File: src/rtl/counter8_seq_if.sv
`default_nettype none
// ============================================================================
// Module : counter8_seq_if
// Brief  : Command handshake bundle ({preset, terminal} over valid/ready).
// Rev    : 1.0
// ============================================================================
interface counter8_seq_if #(
    parameter int WIDTH = 8
);
    logic             cmd_valid;
    logic             cmd_ready;
    logic [WIDTH-1:0] cmd_start;
    logic [WIDTH-1:0] cmd_end;

    modport master (
        output cmd_valid,
        output cmd_start,
        output cmd_end,
        input  cmd_ready
    );

    modport slave (
        input  cmd_valid,
        input  cmd_start,
        input  cmd_end,
        output cmd_ready
    );
endinterface
`default_nettype wire

File: src/rtl/counter8_seq.sv
`default_nettype none
// ============================================================================
// Module : counter8_seq
// Brief  : Sequencer that loads, runs and stops a loadable up-counter.
// Rev    : 1.0
// ============================================================================
module counter8_seq #(
    parameter int WIDTH       = 8,
    parameter int LOAD_CYCLES = 1
) (
    input  wire logic             clk,
    input  wire logic             clr,
    counter8_seq_if.slave         cmd,
    input  wire logic             pause,
    input  wire logic             abort,
    input  wire logic [WIDTH-1:0] cnt_in,
    output logic                  cnt_load,
    output logic                  cnt_run,
    output logic [WIDTH-1:0]      cnt_data,
    output logic                  busy,
    output logic                  done
);

    localparam int c_LOAD_W = (LOAD_CYCLES > 1) ? $clog2(LOAD_CYCLES) : 1;
    localparam logic [c_LOAD_W-1:0] c_LOAD_LAST = c_LOAD_W'(LOAD_CYCLES - 1);

    typedef enum logic [1:0] {
        S_IDLE = 2'd0,
        S_LOAD = 2'd1,
        S_RUN  = 2'd2,
        S_DONE = 2'd3
    } state_t;

    state_t              r_state;
    logic [WIDTH-1:0]    r_end;
    logic [WIDTH-1:0]    r_data;
    logic [c_LOAD_W-1:0] r_load_cnt;
    logic                r_done;
    logic                w_at_end;

    assign w_at_end = (cnt_in == r_end);

    always_ff @(posedge clk or negedge clr) begin
        if (!clr) begin
            r_state    <= S_IDLE;
            r_end      <= '0;
            r_data     <= '0;
            r_load_cnt <= '0;
            r_done     <= 1'b0;
        end else begin
            case (r_state)
                S_IDLE: begin
                    r_done <= 1'b0;
                    if (cmd.cmd_valid && !abort) begin
                        r_end      <= cmd.cmd_end;
                        r_data     <= cmd.cmd_start;
                        r_load_cnt <= '0;
                        r_state    <= S_LOAD;
                    end
                end
                S_LOAD: begin
                    if (abort) begin
                        r_load_cnt <= '0;
                        r_state    <= S_IDLE;
                    end else if (r_load_cnt == c_LOAD_LAST) begin
                        r_load_cnt <= '0;
                        r_state    <= S_RUN;
                    end else begin
                        r_load_cnt <= r_load_cnt + 1'b1;
                    end
                end
                S_RUN: begin
                    // Completion is checked ahead of pause so a paused run at its terminal still finishes.
                    if (abort) begin
                        r_state <= S_IDLE;
                    end else if (w_at_end) begin
                        r_done  <= 1'b1;
                        r_state <= S_DONE;
                    end
                end
                S_DONE: begin
                    r_done  <= 1'b0;
                    r_state <= S_IDLE;
                end
                default: begin
                    r_done  <= 1'b0;
                    r_state <= S_IDLE;
                end
            endcase
        end
    end

    assign cmd.cmd_ready = (r_state == S_IDLE);
    assign busy          = (r_state != S_IDLE);
    assign cnt_load      = (r_state == S_LOAD) && !abort;
    assign cnt_run       = (r_state == S_RUN) && !abort && !pause && !w_at_end;
    assign cnt_data      = r_data;
    assign done          = r_done;

endmodule
`default_nettype wire

File: src/flat_wrapper.sv
// flat-port wrapper written by rule: the top's interface ports become plain ports
module counter8_seq_flat 
#(
    parameter int WIDTH       = 8,
    parameter int LOAD_CYCLES = 1
)
  (clk, clr, pause, abort, cnt_in, cnt_load, cnt_run, cnt_data, busy, done, cmd_cmd_valid, cmd_cmd_start, cmd_cmd_end, cmd_cmd_ready);
  counter8_seq_if #(.WIDTH(WIDTH)) cmd_i ();
  input  wire logic clk;
  input  wire logic clr;
  input  wire logic pause;
  input  wire logic abort;
  input  wire logic [WIDTH-1:0] cnt_in;
  output logic cnt_load;
  output logic cnt_run;
  output logic [WIDTH-1:0] cnt_data;
  output logic busy;
  output logic done;
  input wire logic [$bits(cmd_i.cmd_valid)-1:0] cmd_cmd_valid;
  input wire logic [$bits(cmd_i.cmd_start)-1:0] cmd_cmd_start;
  input wire logic [$bits(cmd_i.cmd_end)-1:0] cmd_cmd_end;
  output wire logic [$bits(cmd_i.cmd_ready)-1:0] cmd_cmd_ready;
  assign cmd_i.cmd_valid = cmd_cmd_valid;
  assign cmd_i.cmd_start = cmd_cmd_start;
  assign cmd_i.cmd_end = cmd_cmd_end;
  assign cmd_cmd_ready = cmd_i.cmd_ready;
  counter8_seq #(.WIDTH(WIDTH), .LOAD_CYCLES(LOAD_CYCLES)) u_core (.clk(clk), .clr(clr), .cmd(cmd_i), .pause(pause), .abort(abort), .cnt_in(cnt_in), .cnt_load(cnt_load), .cnt_run(cnt_run), .cnt_data(cnt_data), .busy(busy), .done(done));
endmodule
File: config.mk
export PLATFORM = sky130hd
export DESIGN_NAME = counter8_seq_flat
export DESIGN_NICKNAME = d
export VERILOG_FILES = /design/src/rtl/counter8_seq_if.sv /design/src/rtl/counter8_seq.sv /design/src/flat_wrapper.sv
export SDC_FILE = /design/constraint.sdc
export NUM_CORES = 1
export LEC_CHECK = 0
export CAP_MARGIN = 15
export CORE_MARGIN = 2
export CORE_UTILIZATION = 38
export DETAILED_ROUTE_END_ITERATION = 16
export HOLD_SLACK_MARGIN = 0.02
export PLACE_DENSITY = 0.82
export SLEW_MARGIN = 5
export SYNTH_ARGS = -nofsm -noshare
export SYNTH_HDL_FRONTEND = slang
export SYNTH_SLANG_ARGS = --single-unit
File: constraint.sdc
create_clock -name clk -period 1.45 [get_ports clk]
set_input_delay 0.435 -clock clk [delete_from_list [all_inputs] [get_ports clk]]
set_output_delay 0.435 -clock clk [all_outputs]
set_load 0.02 [all_outputs]
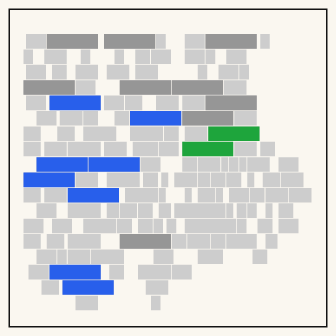
**Above:** sequential cells coloured by netlist name.
Other sequential cells in the stronger grey, the rest of the logic in the fainter grey.
| colour | name in the netlist | sequential cells |
|---|---|---|
| green | u_core.r_state | 2 |
| blue | u_core.r_end | 8 |

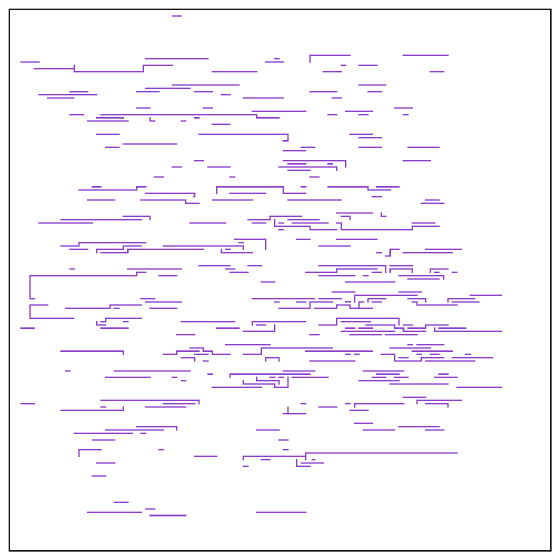
**Above:** signal wires on met1.
wire length on this layer: 903 µm
longest straight run: 16.1 µm
main direction: horizontal
nets with wire on the layer: 143
share of all routed wire: 39%

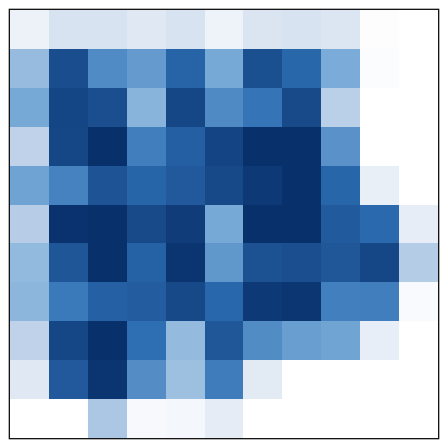
**Above:** cell density map.
11 x 11 tiles, from white (low) to dark blue (high), 0 to 100% covered.
fullest tile: 100%
densest ninth of the die: middle
nearly empty tiles: 17%
emptiest ninth of the die: bottom right
tiles over 75% full: 40%
mean over tiles: 52%

==> impl.org <==
* Implementation run

** Pwr
- Per the OpenROAD power report, switching power amounts to about 0.0012 W.
- The combinational power reported by the tool is between 0.0015 and 0.002 W.
- Cell internal power was estimated by the tool at ~0.002 W.
- The largest part of the power goes to combinational cells.
- Net switching share of the total power :: about two fifths

** Final timing
- Post-layout min period :: 1.86 ns
- For this run, the final setup violation count is recorded as 22.
- In the post-route analysis, the smallest setup slack over all paths is -0.409 ns.
- In the final timing run, aggregate negative setup slack is -4.61 ns.
- Highest attainable clock frequency :: between 0.5 and 0.6 GHz

** Synth
- Simple-gate share of the synthesized area :: between 10% and 20%
- In the post-synthesis netlist, the cell with the most instances is sky130_fd_sc_hd__dfrtp_1.
- Primary flip-flop cell chosen by synthesis mapping :: sky130_fd_sc_hd__dfrtp_1
- Netlist area before placement :: approximately 1000 µm²
- XOR-XNOR Cells, Area Fraction :: under 10%
- In the synthesis report, Yosys lists the chip area as just over 1000 µm².
- Count of cell types in the netlist :: 28
- Yosys warning tally :: 0
- Per the synth stats, the proportion of register bits with asynchronous set or reset is 100%.

** CTS
- Post-CTS repair ended up resizing 50 cells.
- Clock tree synthesis selected as its root buffer the cell sky130_fd_sc_hd__clkbuf_4.
- TritonCTS clock tree :: yes

** Final layout
- Across the whole layout, storage elements make up 28.6% of the cell area.
- In the final layout, non-clock buffers account for slightly above 30% of the cell area.
- Final std cells w/o fill :: around 170
- Sequential cell count of the final layout :: 19
- Leaving out the clock tree, the finished layout contains an inverter count of 4.
- The final design was reported to hold multi-input combinational gates totalling around 56.
- Most common logic cell in the routed design :: sky130_fd_sc_hd__clkdlybuf4s50_1
- Per the run report, area growth between synthesis and finish was 62.7%.

** Floorplanning
- Die extent in x :: 55.9 µm
- Vert. Die Dim :: between 50 and 60 µm
- Initial Util :: 40.5%
- The core region is about 2500 µm².

** Drt
- Summed over all nets, wire length on met2 after detailed routing comes to roughly 1.3 mm.
- Nets still carrying antenna violations after routing amount to 0.
- Wires add up to ~2.3 mm.
- Per the detail_route report, the via count comes to about 870.

** Critical path
- Looking at the setup timing report, the critical path kind is flip-flop to output pin.
- Reg2reg end :: u_core.r_state[1]
- Termination of the worst setup path :: cnt_run
- Biggest cell delay along the critical path :: 0.42 ns
- FF-to-FF setup slack :: -0.16 ns
- Bufs and invs on worst path :: 1

** Outcome
- Run status :: complete, but fails checks
- Violated checks :: negative setup slack
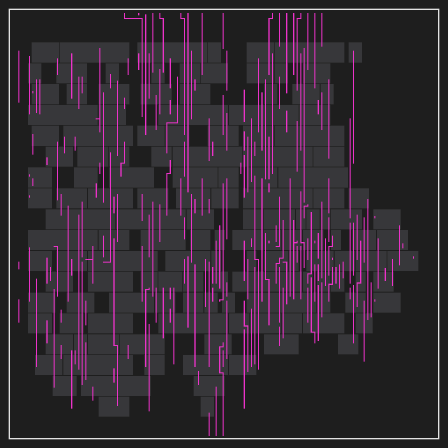
**Above:** M2 wires.
Cells faint in the background.
share of all routed wire: 56%
longest straight run: 23.3 µm

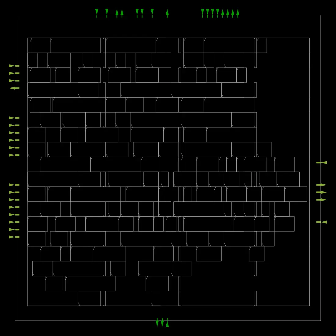
**Above:** cell outlines without signal wires.
Placement Rows: 18
utilization after layout: 65.9%

No activity file was given, so power comes from the tool's default toggle rates.
